Figure 1. Placed standard cells (run 1).
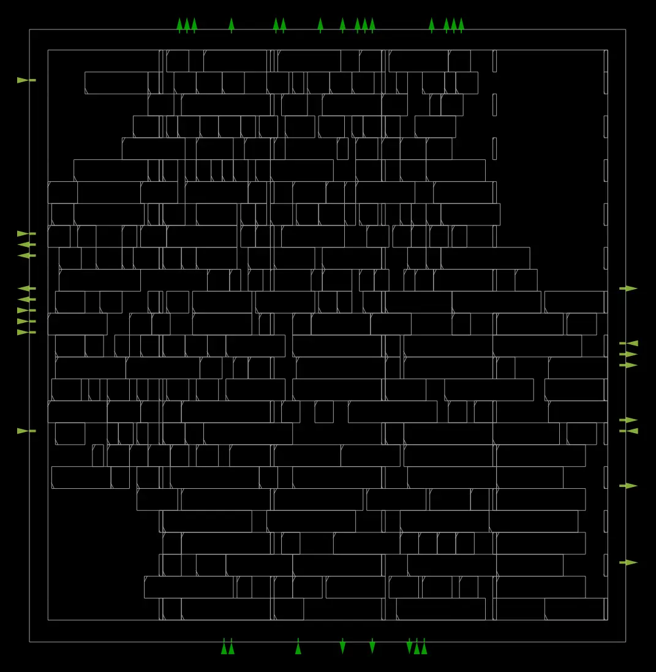
Figure 2. Sizing map (run 1).
Drawn at 6 px/um.
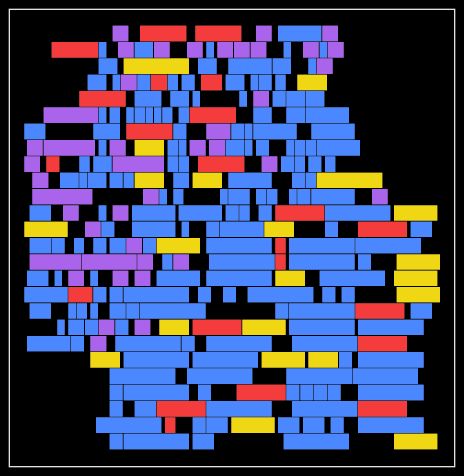
Figure 3. Gate-type map (run 1).
Drawn at 6 px/um.
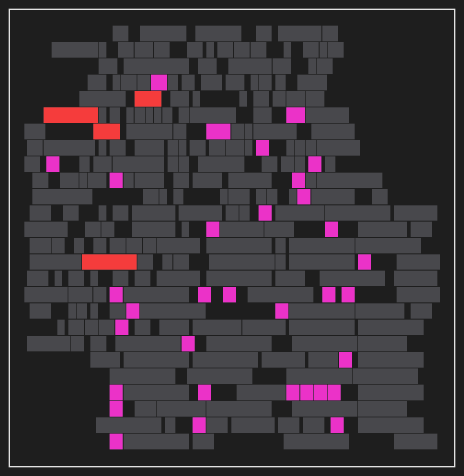
--- src/rtl/fifo_stream_out_pkg.sv ---
`default_nettype none
// ============================================================================
// Module   : fifo_stream_out_pkg
// Brief    : Shared sizing constants, types and pointer helper for the
//            FIFO read-side stream drain stage.
// Revision : 1.0 - initial release
// ============================================================================
package fifo_stream_out_pkg;

  localparam int BUF_DEPTH = 3;
  localparam int PTR_W     = 2;
  localparam int OCC_W     = 2;

  typedef logic [PTR_W-1:0] ptr_t;
  typedef logic [OCC_W-1:0] occ_t;

  // Circular-buffer pointer advance; wraps after the last entry, not at 2^PTR_W.
  function automatic ptr_t ptr_next(input ptr_t p);
    return (p == ptr_t'(BUF_DEPTH - 1)) ? '0 : p + ptr_t'(1);
  endfunction

endpackage : fifo_stream_out_pkg
`default_nettype wire

--- src/rtl/fifo_stream_out_if.sv ---
`default_nettype none
// ============================================================================
// Module   : fifo_stream_out_if
// Brief    : FIFO read port plus valid/ready stream bundle for the drain stage.
// Revision : 1.0 - initial release
// ============================================================================
interface fifo_stream_out_if #(
  parameter int WIDTH = 8
);

  logic             fifo_empty;
  logic             fifo_rd_en;
  logic [WIDTH-1:0] fifo_dout;
  logic             m_valid;
  logic             m_ready;
  logic [WIDTH-1:0] m_data;

  // Drain stage view: pops the FIFO and sources the stream.
  modport master (
    input  fifo_empty,
    input  fifo_dout,
    input  m_ready,
    output fifo_rd_en,
    output m_valid,
    output m_data
  );

  // Environment view: the FIFO and the stream consumer.
  modport slave (
    output fifo_empty,
    output fifo_dout,
    output m_ready,
    input  fifo_rd_en,
    input  m_valid,
    input  m_data
  );

endinterface : fifo_stream_out_if
`default_nettype wire

--- src/rtl/fifo_stream_out_stream_buf3.sv ---
`default_nettype none
// ============================================================================
// Module   : stream_buf3
// Brief    : Three-entry circular prefetch buffer with push, pop and clear.
// Revision : 1.0 - initial release
// ============================================================================
module stream_buf3
  import fifo_stream_out_pkg::*;
#(
  parameter int WIDTH = 8
) (
  input  wire logic             rclk,
  input  wire logic             rst_n,
  input  wire logic             i_push,
  input  wire logic             i_pop,
  input  wire logic             i_clear,
  input  wire logic [WIDTH-1:0] i_din,
  output logic      [WIDTH-1:0] o_dout,
  output logic                  o_valid,
  output occ_t                  o_occ
);

  logic [WIDTH-1:0] r_mem [BUF_DEPTH];
  ptr_t             r_wr_ptr;
  ptr_t             r_rd_ptr;
  occ_t             r_occ;
  occ_t             w_occ_next;

  always_comb begin
    w_occ_next = r_occ;
    case ({i_push, i_pop})
      2'b10:   w_occ_next = r_occ + occ_t'(1);
      2'b01:   w_occ_next = r_occ - occ_t'(1);
      default: w_occ_next = r_occ;
    endcase
  end

  // Clear wins over a same-cycle push so a flushed in-flight word is dropped.
  always_ff @(posedge rclk) begin
    if (!rst_n) begin
      r_wr_ptr <= '0;
      r_rd_ptr <= '0;
      r_occ    <= '0;
    end else if (i_clear) begin
      r_wr_ptr <= '0;
      r_rd_ptr <= '0;
      r_occ    <= '0;
    end else begin
      if (i_push) begin
        r_wr_ptr <= ptr_next(r_wr_ptr);
      end
      if (i_pop) begin
        r_rd_ptr <= ptr_next(r_rd_ptr);
      end
      r_occ <= w_occ_next;
    end
  end

  always_ff @(posedge rclk) begin
    if (!rst_n) begin
      for (int i = 0; i < BUF_DEPTH; i++) begin
        r_mem[i] <= '0;
      end
    end else if (i_push && !i_clear) begin
      r_mem[r_wr_ptr] <= i_din;
    end
  end

  assign o_dout  = r_mem[r_rd_ptr];
  assign o_valid = (r_occ != '0);
  assign o_occ   = r_occ;

endmodule : stream_buf3
`default_nettype wire

--- src/rtl/fifo_stream_out.sv ---
`default_nettype none
// ============================================================================
// Module   : fifo_stream_out
// Brief    : Async-FIFO read-side drain: converts empty/rd_en/dout into a
//            valid/ready stream with prefetch, flush and transfer counter.
// Revision : 1.0 - initial release
// ============================================================================
module fifo_stream_out
  import fifo_stream_out_pkg::*;
#(
  parameter int WIDTH = 8,
  parameter int CNT_W = 16
) (
  input  wire logic             rclk,
  input  wire logic             rst_n,
  input  wire logic             flush,
  fifo_stream_out_if.master     bus,
  output occ_t                  occ,
  output logic      [CNT_W-1:0] word_cnt
);

  logic             r_inflight;
  logic [CNT_W-1:0] r_word_cnt;
  logic [OCC_W:0]   w_occ_sum;
  logic             w_issue;
  logic             w_push;
  logic             w_pop;
  logic             w_valid;
  logic [WIDTH-1:0] w_head;
  occ_t             w_occ;

  // Issue decision uses only registered occupancy and the in-flight flag,
  // so m_ready never reaches fifo_rd_en combinationally.
  assign w_occ_sum = {1'b0, w_occ} + {{OCC_W{1'b0}}, r_inflight};
  assign w_issue   = rst_n & ~bus.fifo_empty & ~flush
                   & (w_occ_sum < (OCC_W + 1)'(BUF_DEPTH));

  assign w_push = r_inflight & ~flush;
  assign w_pop  = w_valid & bus.m_ready;

  always_ff @(posedge rclk) begin
    if (!rst_n) begin
      r_inflight <= 1'b0;
    end else begin
      r_inflight <= w_issue;
    end
  end

  // Accepted beats in a flush cycle still count.
  always_ff @(posedge rclk) begin
    if (!rst_n) begin
      r_word_cnt <= '0;
    end else if (w_pop) begin
      r_word_cnt <= r_word_cnt + CNT_W'(1);
    end
  end

  stream_buf3 #(
    .WIDTH (WIDTH)
  ) u_buf (
    .rclk    (rclk),
    .rst_n   (rst_n),
    .i_push  (w_push),
    .i_pop   (w_pop),
    .i_clear (flush),
    .i_din   (bus.fifo_dout),
    .o_dout  (w_head),
    .o_valid (w_valid),
    .o_occ   (w_occ)
  );

  assign bus.fifo_rd_en = w_issue;
  assign bus.m_valid    = w_valid;
  assign bus.m_data     = w_head;
  assign occ            = w_occ;
  assign word_cnt       = r_word_cnt;

endmodule : fifo_stream_out
`default_nettype wire

--- src/flat_wrapper.sv ---
// flat-port wrapper written by rule: the top's interface ports become plain ports
module fifo_stream_out_flat import fifo_stream_out_pkg::*;
#(
  parameter int WIDTH = 8,
  parameter int CNT_W = 16
)
  (rclk, rst_n, flush, occ, word_cnt, bus_fifo_empty, bus_fifo_dout, bus_m_ready, bus_fifo_rd_en, bus_m_valid, bus_m_data);
  fifo_stream_out_if #(.WIDTH(WIDTH)) bus_i ();
  input  wire logic rclk;
  input  wire logic rst_n;
  input  wire logic flush;
  output occ_t occ;
  output logic      [CNT_W-1:0] word_cnt;
  input wire logic [$bits(bus_i.fifo_empty)-1:0] bus_fifo_empty;
  input wire logic [$bits(bus_i.fifo_dout)-1:0] bus_fifo_dout;
  input wire logic [$bits(bus_i.m_ready)-1:0] bus_m_ready;
  output wire logic [$bits(bus_i.fifo_rd_en)-1:0] bus_fifo_rd_en;
  output wire logic [$bits(bus_i.m_valid)-1:0] bus_m_valid;
  output wire logic [$bits(bus_i.m_data)-1:0] bus_m_data;
  assign bus_i.fifo_empty = bus_fifo_empty;
  assign bus_i.fifo_dout = bus_fifo_dout;
  assign bus_i.m_ready = bus_m_ready;
  assign bus_fifo_rd_en = bus_i.fifo_rd_en;
  assign bus_m_valid = bus_i.m_valid;
  assign bus_m_data = bus_i.m_data;
  fifo_stream_out #(.WIDTH(WIDTH), .CNT_W(CNT_W)) u_core (.rclk(rclk), .rst_n(rst_n), .flush(flush), .bus(bus_i), .occ(occ), .word_cnt(word_cnt));
endmodule
--- config.mk ---
export PLATFORM = sky130hd
export DESIGN_NAME = fifo_stream_out_flat
export DESIGN_NICKNAME = d
export VERILOG_FILES = /design/src/rtl/fifo_stream_out_pkg.sv /design/src/rtl/fifo_stream_out_if.sv /design/src/rtl/fifo_stream_out_stream_buf3.sv /design/src/rtl/fifo_stream_out.sv /design/src/flat_wrapper.sv
export SDC_FILE = /design/constraint.sdc
export NUM_CORES = 1
export LEC_CHECK = 0
export ABC_AREA = 0
export CORE_AREA = 2 2 72 74
export CTS_CLUSTER_DIAMETER = 120
export DETAILED_ROUTE_END_ITERATION = 10
export DIE_AREA = 0 0 74 76
export PLACE_DENSITY = 0.79
export SYNTH_ARGS = -nofsm -noshare
export SYNTH_HDL_FRONTEND = slang
export SYNTH_SLANG_ARGS = --single-unit
--- constraint.sdc ---
create_clock -name rclk -period 2.1 [get_ports rclk]
set_input_delay 0.42 -clock rclk [delete_from_list [all_inputs] [get_ports rclk]]
set_output_delay 0.42 -clock rclk [all_outputs]
set_load 0.1 [all_outputs]
==> metrics.log, run 1 <==
[flow] collecting metrics
INFO  metric outcome = completed
INFO  metric maxCapViolCount = 0
INFO  metric number_of_antenna_violations_at_the_first_check_in_global_routing = 0
INFO  metric syn_area_per_cell = 12.5 um^2
INFO  metric first_global_vias = 1,754
INFO  metric clock_sinks = 57
INFO  metric registers.top_by_ff_count = u_core.u_buf.r_mem
INFO  metric skew = 0.00434 ns
INFO  metric routed_wire_length_on_met2 = 2470 um
INFO  metric seqPwrFrac = 48.3%
INFO  metric first_pass_iters = 4
INFO  metric slew_headroom = 74.1%
INFO  metric ios = 41
INFO  metric cts.reportedPaths.clkPinSlew = 0.06 ns
INFO  metric p_int = 1.94 mW
INFO  metric worst-endpoint-arrival = 1.65 ns
INFO  metric warning_count = 28
INFO  metric final-setup-viol-count = 0
INFO  metric worst-path-buf-inv = 1
INFO  metric globalRoute.totalOverflow = 0
INFO  metric clkLatencyLatePin = 0.32 ns
INFO  metric number_of_flip_flops_under_the_largest_register_name = 32
INFO  metric route.antenna.remaining_nets = 0
INFO  metric synth.area.top_cells = sky130_fd_sc_hd__edfxtp_1 39%, sky130_fd_sc_hd__dfxtp_1 21%, sky130_fd_sc_hd__mux4_2 7.4%
INFO  metric post_cts.repair.setup_buffers = 0
INFO  metric power-per-cell-area = 742 nW/um^2
INFO  metric max-vdd-ir-drop = 0.461 mV
INFO  metric final_max_slew_viol_count = 0
INFO  metric finish.utilization = 68.2%
INFO  metric power_leakage = 1.21 nW
INFO  metric avgViaCountPerCell = 5.21
INFO  metric grt_max_degree = 16
INFO  metric detailroute.via_count = 1,729
INFO  metric post_synth_instance_area = 2430 um^2
INFO  metric top_family_by_delay_on_critical_path = adder cells
INFO  metric top_signal_layer_used = met4
INFO  metric crit_path_frequent_cell = sky130_fd_sc_hd__ha_4
INFO  metric fp_util = 49.6%
INFO  metric synth_cell_types = 35
INFO  metric yosys.stat.chipArea = 2430 um^2
INFO  metric yosys_most_used_dff = sky130_fd_sc_hd__edfxtp_1
## Picture notes: Figure 1
filler cell count: 349
non-filler cells in the finished layout: 332
fraction of standard cell area that is sequential: 44.2%

## Picture notes: Figure 2
Key: drive 6 and up = yellow [cells 21, share 8.0%]; drive 1 or less = blue [cells 177, share 68%]; drive 3 to 4 = purple [cells 42, share 16%]; drive 2 = red [cells 22, share 8.4%]
area added between synthesis and finish: 37.6%
final cell area excluding filler cells: 3350 um^2

## Picture notes: Figure 3
Key: AND and OR gates = magenta [cells 33]; adder and majority cells = red [cells 4, where upper left]
most instantiated logic cell after routing: sky130_fd_sc_hd__buf_4
combinational share of cell area: 29.1%

==> run 1: kinds of logic after synthesis <==
| kind of cell | synth area share, % |
|---|---|
| AND/OR/NAND/NOR | 19.0 |
| AND-OR/OR-AND | 4.52 |
| flip-flops | 60.0 |
| adder cells (fa/ha/maj) | 2.06 |
| multiplexers | 8.27 |
| buffers and inverters | 1.80 |
| XOR/XNOR | 4.32 |
==> run 1: synthesized netlist by cell type, types with 2 or more instances <==
cell	count
sky130_fd_sc_hd__a2111oi_0	2
sky130_fd_sc_hd__a21oi_1	8
sky130_fd_sc_hd__and2_1	24
sky130_fd_sc_hd__buf_2	2
sky130_fd_sc_hd__clkbuf_1	2
sky130_fd_sc_hd__clkinv_1	2
sky130_fd_sc_hd__dfxtp_1	25
sky130_fd_sc_hd__edfxtp_1	32
sky130_fd_sc_hd__ha_1	4
sky130_fd_sc_hd__inv_1	4
sky130_fd_sc_hd__mux4_2	8
sky130_fd_sc_hd__nand2_1	8
sky130_fd_sc_hd__nand2b_1	6
sky130_fd_sc_hd__nand3_1	4
sky130_fd_sc_hd__nand4_1	4
sky130_fd_sc_hd__nor2_1	14
sky130_fd_sc_hd__nor3_1	5
sky130_fd_sc_hd__nor4_1	5
sky130_fd_sc_hd__o21ai_0	5
sky130_fd_sc_hd__o31ai_1	2
sky130_fd_sc_hd__or3_1	5
sky130_fd_sc_hd__xnor2_1	8
sky130_fd_sc_hd__xor2_1	4
==> run 1: final timing paths <==
path | startpoint | to | slack [ns] | depth (start not counted)
setup / recovery | u_core.u_buf.o_occ[0]$_SDFFE_PP0P_ | bus_fifo_rd_en | 0.03 | 4
hold / removal | u_core.word_cnt[15]$_SDFFE_PN0P_ | u_core.word_cnt[15]$_SDFFE_PN0P_ | 0.49 | 2
setup reg to reg | u_core.word_cnt[0]$_SDFFE_PN0P_ | u_core.word_cnt[14]$_SDFFE_PN0P_ | 0.35 | 5
hold reg to reg | u_core.word_cnt[15]$_SDFFE_PN0P_ | u_core.word_cnt[15]$_SDFFE_PN0P_ | 0.49 | 2
==> run 1: per-stage QoR <==
step	area (um^2)	total power [mW]	TNS [ns]
after global placement	3140	1.43	0
after CTS	3350	2.51	0
after detailed placement	3140	1.43	-0.00431
final	3350	2.49	0
after floorplan	2490	1.34	-0.413
after global routing	3350	2.57	-0.0258
==> run 1: layout make-up <==
class	instances	share of cell area, %
multi-input cells	127	29.1
repair buffers	56	17.2
clock buffers	10	3.81
clock inverters	6	2.46
inverters	6	0.672
flip-flops and latches	57	44.2
well taps	70	2.61
==> run 1: power by group through the flow <==
stage,Clock [mW],Sequential [mW],Combinational [mW]
CTS,1.10,1.20,0.210
finish,1.08,1.20,0.208
detailed placement,0,1.23,0.209
global route,1.15,1.20,0.218
global placement,0,1.22,0.206
floorplan,0,1.23,0.107
==> run 1: metal layers <==
layer | GRT usage (%) | vias up
met1 | 23.2 | 838
li1 | - | 843
met2 | 31.4 | 39
met3 | 5.42 | 9
met5 | 0 | -
met4 | 8.36 | 0
==> run 1: what timing repair did <==
item | in CTS | in global routing
setup endpoints to repair | 1 | 1
pin swaps | 0 | 0
gates resized | 1 | 1
Figure 4. Wires at chosen ports, followed through buffers (run 1).
Drawn at 4 px/um.
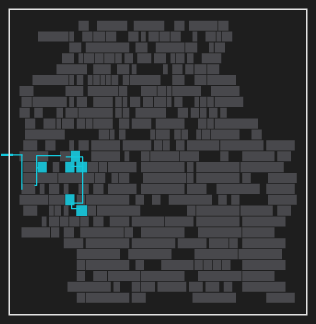

## Run 2: what changed since run 1
Settings changed: SLEW_MARGIN set to 5, TNS_END_PERCENT set to 1.
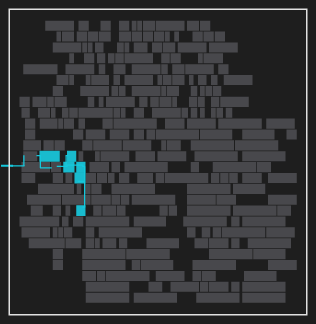
Figure 5: run 2, wires at chosen ports, followed through buffers.
Drawn at 4 px/um.
Key: flush = cyan [bits 1, direction input, end cells 6, wire 35.3 um]
Ports: 41
Port Buffers: 40

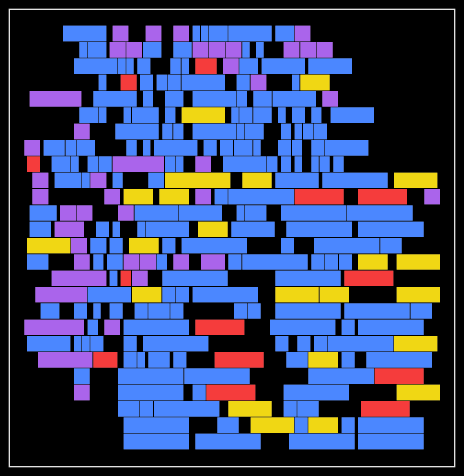
Figure 6: run 2, sizing map.
Drawn at 6 px/um.
Key: drive 6 and up = yellow [cells 22, share 8.4%]; drive 2 = red [cells 13, share 4.9%]; drive 1 or less = blue [cells 185, share 70%]; drive 3 to 4 = purple [cells 43, share 16%]
bufs w/o clock: 57
area added between synthesis and finish: 37.5%

==> metrics.log, run 2 <==
[flow] collecting metrics
INFO  metric regToRegEndpoint = u_core.u_buf.o_occ[1]$_SDFFE_PP0P_
INFO  metric worst-endpoint-arrival = 1.63 ns
INFO  metric fp_util = 49.6%
INFO  metric first_global_vias = 1,754
INFO  metric syn-num-nets = 212
INFO  metric cp-end-kind = output port
INFO  metric max-vdd-ir-drop = 0.435 mV
INFO  metric yosys_most_used_dff = sky130_fd_sc_hd__edfxtp_1
INFO  metric synth_cell_types = 35
INFO  metric global_route.usage.met1 = 22.5%
INFO  metric yosys.stat.chipArea = 2430 um^2
INFO  metric globalRoute.totalOverflow = 0
INFO  metric timing.rr.start = u_core.u_buf.o_occ[0]$_SDFFE_PP0P_
INFO  metric post_detailed_placement_cell_area = 3120 um^2
INFO  metric r2r_cells = 6
INFO  metric route.antenna.remaining_nets = 0
INFO  metric power-per-cell-area = 722 nW/um^2
INFO  metric final-setup-viol-count = 0
INFO  metric cts.reportedPaths.clkPinSlew = 0.06 ns
INFO  metric maxCapViolCount = 0
INFO  metric post_synth_most_frequent_cells = 32 x sky130_fd_sc_hd__edfxtp_1, 25 x sky130_fd_sc_hd__dfxtp_1, 24 x sky130_fd_sc_hd__and2_1
INFO  metric final_cell_area_excluding_filler_cells = 3350 um^2
INFO  metric warning_count = 27
INFO  metric r2r_slack = 0.23 ns
INFO  metric power_leakage = 1.23 nW
INFO  metric startpoint_of_the_lowest_slack_hold_path = u_core.word_cnt[15]$_SDFFE_PN0P_
INFO  metric avgViaCountPerCell = 5.15
INFO  metric postSynthCellCount = 195
INFO  metric post_synth_instance_area = 2430 um^2
INFO  metric outcome = completed
INFO  metric first_pass_iters = 4
INFO  metric global_route.usage.met3 = 3.84%
INFO  metric grt_busiest_layer = met2
INFO  metric number_of_flip_flops_under_the_largest_register_name = 32
INFO  metric clkLatencyLatePin = 0.33 ns
INFO  metric min_to = u_core.word_cnt[15]$_SDFFE_PN0P_
INFO  metric number_of_antenna_violations_at_the_first_check_in_global_routing = 0
INFO  metric clock_sinks = 57
INFO  metric final_max_slew_viol_count = 0
INFO  metric m2_gr_usage = 35.0%
INFO  metric top_count_cell_post_synth = sky130_fd_sc_hd__edfxtp_1
INFO  metric final_common_cell = sky130_fd_sc_hd__buf_4
INFO  metric hold_path_depth = 2
INFO  metric slew_headroom = 72.2%
INFO  metric grt_max_degree = 16
INFO  metric registers.top_by_ff_count = u_core.u_buf.r_mem
INFO  metric synth.area.top_cells = sky130_fd_sc_hd__edfxtp_1 39%, sky130_fd_sc_hd__dfxtp_1 21%, sky130_fd_sc_hd__mux4_2 7.4%
INFO  metric setup_tns = 0 ns
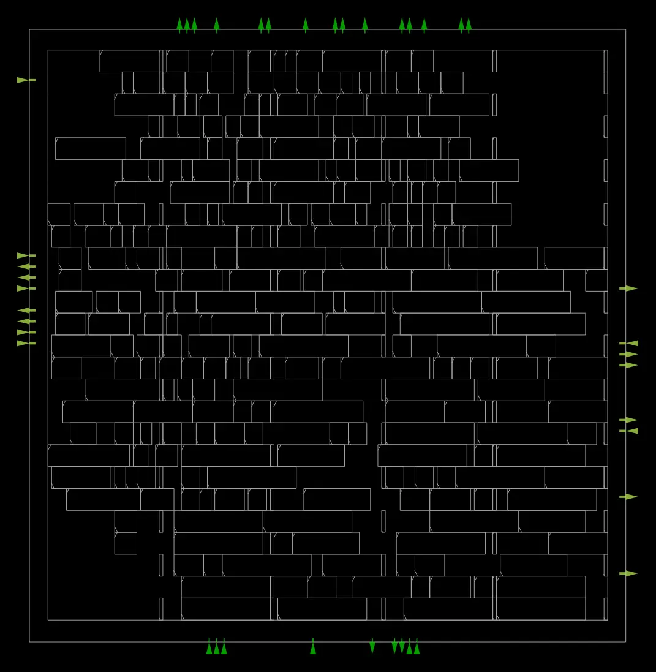
Figure 7: run 2, placed standard cells.
filler cell count: 351
Core Rows: 26
final sequential cell count: 57
fraction of standard cell area that is sequential: 44.0%
Taps Inserted: 70

==> run 2: metal layers <==
layer	vias to the layer above	part of all wire, %
li1	834	-
met1	843	40
met2	29	56
met5	-	0
met4	0	1.8
met3	9	2.7
==> run 2: logic make-up (layout without fill, tap and decap cells) <==
kind of cell	Yosys count	count (layout)	share of synthesized area [%]
adders and majority gates	4	4	2.06
xor gates and xnor gates	12	12	4.32
buffers and inverters	11	79	1.80
AOI/OAI and AO/OA	19	19	4.52
muxes	10	10	8.27
DFF	57	57	60.0
and+or+nand+nor	82	82	19.0
==> run 2: worst max-delay path by stage <==
stage / endpoint / from / cells after the start
2_1_floorplan: bus_fifo_rd_en / u_core.u_buf.o_occ[0]$_SDFFE_PP0P_ / 3
3_3_place_gp: bus_fifo_rd_en / flush / 4
3_5_place_dp: bus_fifo_rd_en / flush / 4
4_1_cts: bus_fifo_rd_en / u_core.u_buf.o_occ[0]$_SDFFE_PP0P_ / 4
5_1_grt: bus_fifo_rd_en / u_core.r_inflight$_SDFF_PN0_ / 4
6_report: bus_fifo_rd_en / u_core.r_inflight$_SDFF_PN0_ / 4
==> run 2: worst max-delay path: stages, from the launching register on <==
cell and delay [ns]:
sky130_fd_sc_hd__dfxtp_4 0.36, sky130_fd_sc_hd__ha_4 0.16, sky130_fd_sc_hd__ha_4 0.22, sky130_fd_sc_hd__a2111oi_4 0.35, sky130_fd_sc_hd__buf_12 0.22
==> run 2: timing repair <==
action                                  4_1_cts  5_1_grt
gates resized                                 1        4
endpoints found under the setup margin        1        1
buffers inserted                              0        2
pin swaps                                     0        1
hold buffers                                  0        0
==> run 2: power by group <==
group | switching (mW) | internal [mW]
Clock | 0.400 | 0.603
Combinational | 0.124 | 0.0879
Sequential | 0.00718 | 1.19
Total | 0.531 | 1.88
==> run 2: layout make-up <==
class / instances / area (um^2)
clock buffers: 12 / 155
clock inverters: 4 / 42.5
fillers: 351 / 1570
inverters: 6 / 22.5
multi-input cells: 127 / 981
flip-flops and latches: 57 / 1470
well taps: 70 / 87.6
repair buffers: 57 / 586
==> run 2: stage by stage <==
stage | utilization (%) | total power [mW] | setup WS (ns) | std cells | hold slack (ns)
final | 68.1 | 2.42 | 0.0499 | 333 | 0.492
after global routing | 68.1 | 2.49 | 0.00371 | 333 | 0.537
after CTS | 67.6 | 2.43 | 0.00341 | 331 | 0.494
after detailed placement | 63.5 | 1.44 | 0.0202 | 315 | 0.482
after global placement | 63.5 | 1.43 | 0.0589 | 315 | 0.478
after floorplan | - | 1.34 | -0.413 | 195 | 0.459
Power and IR drop assume default switching activity.
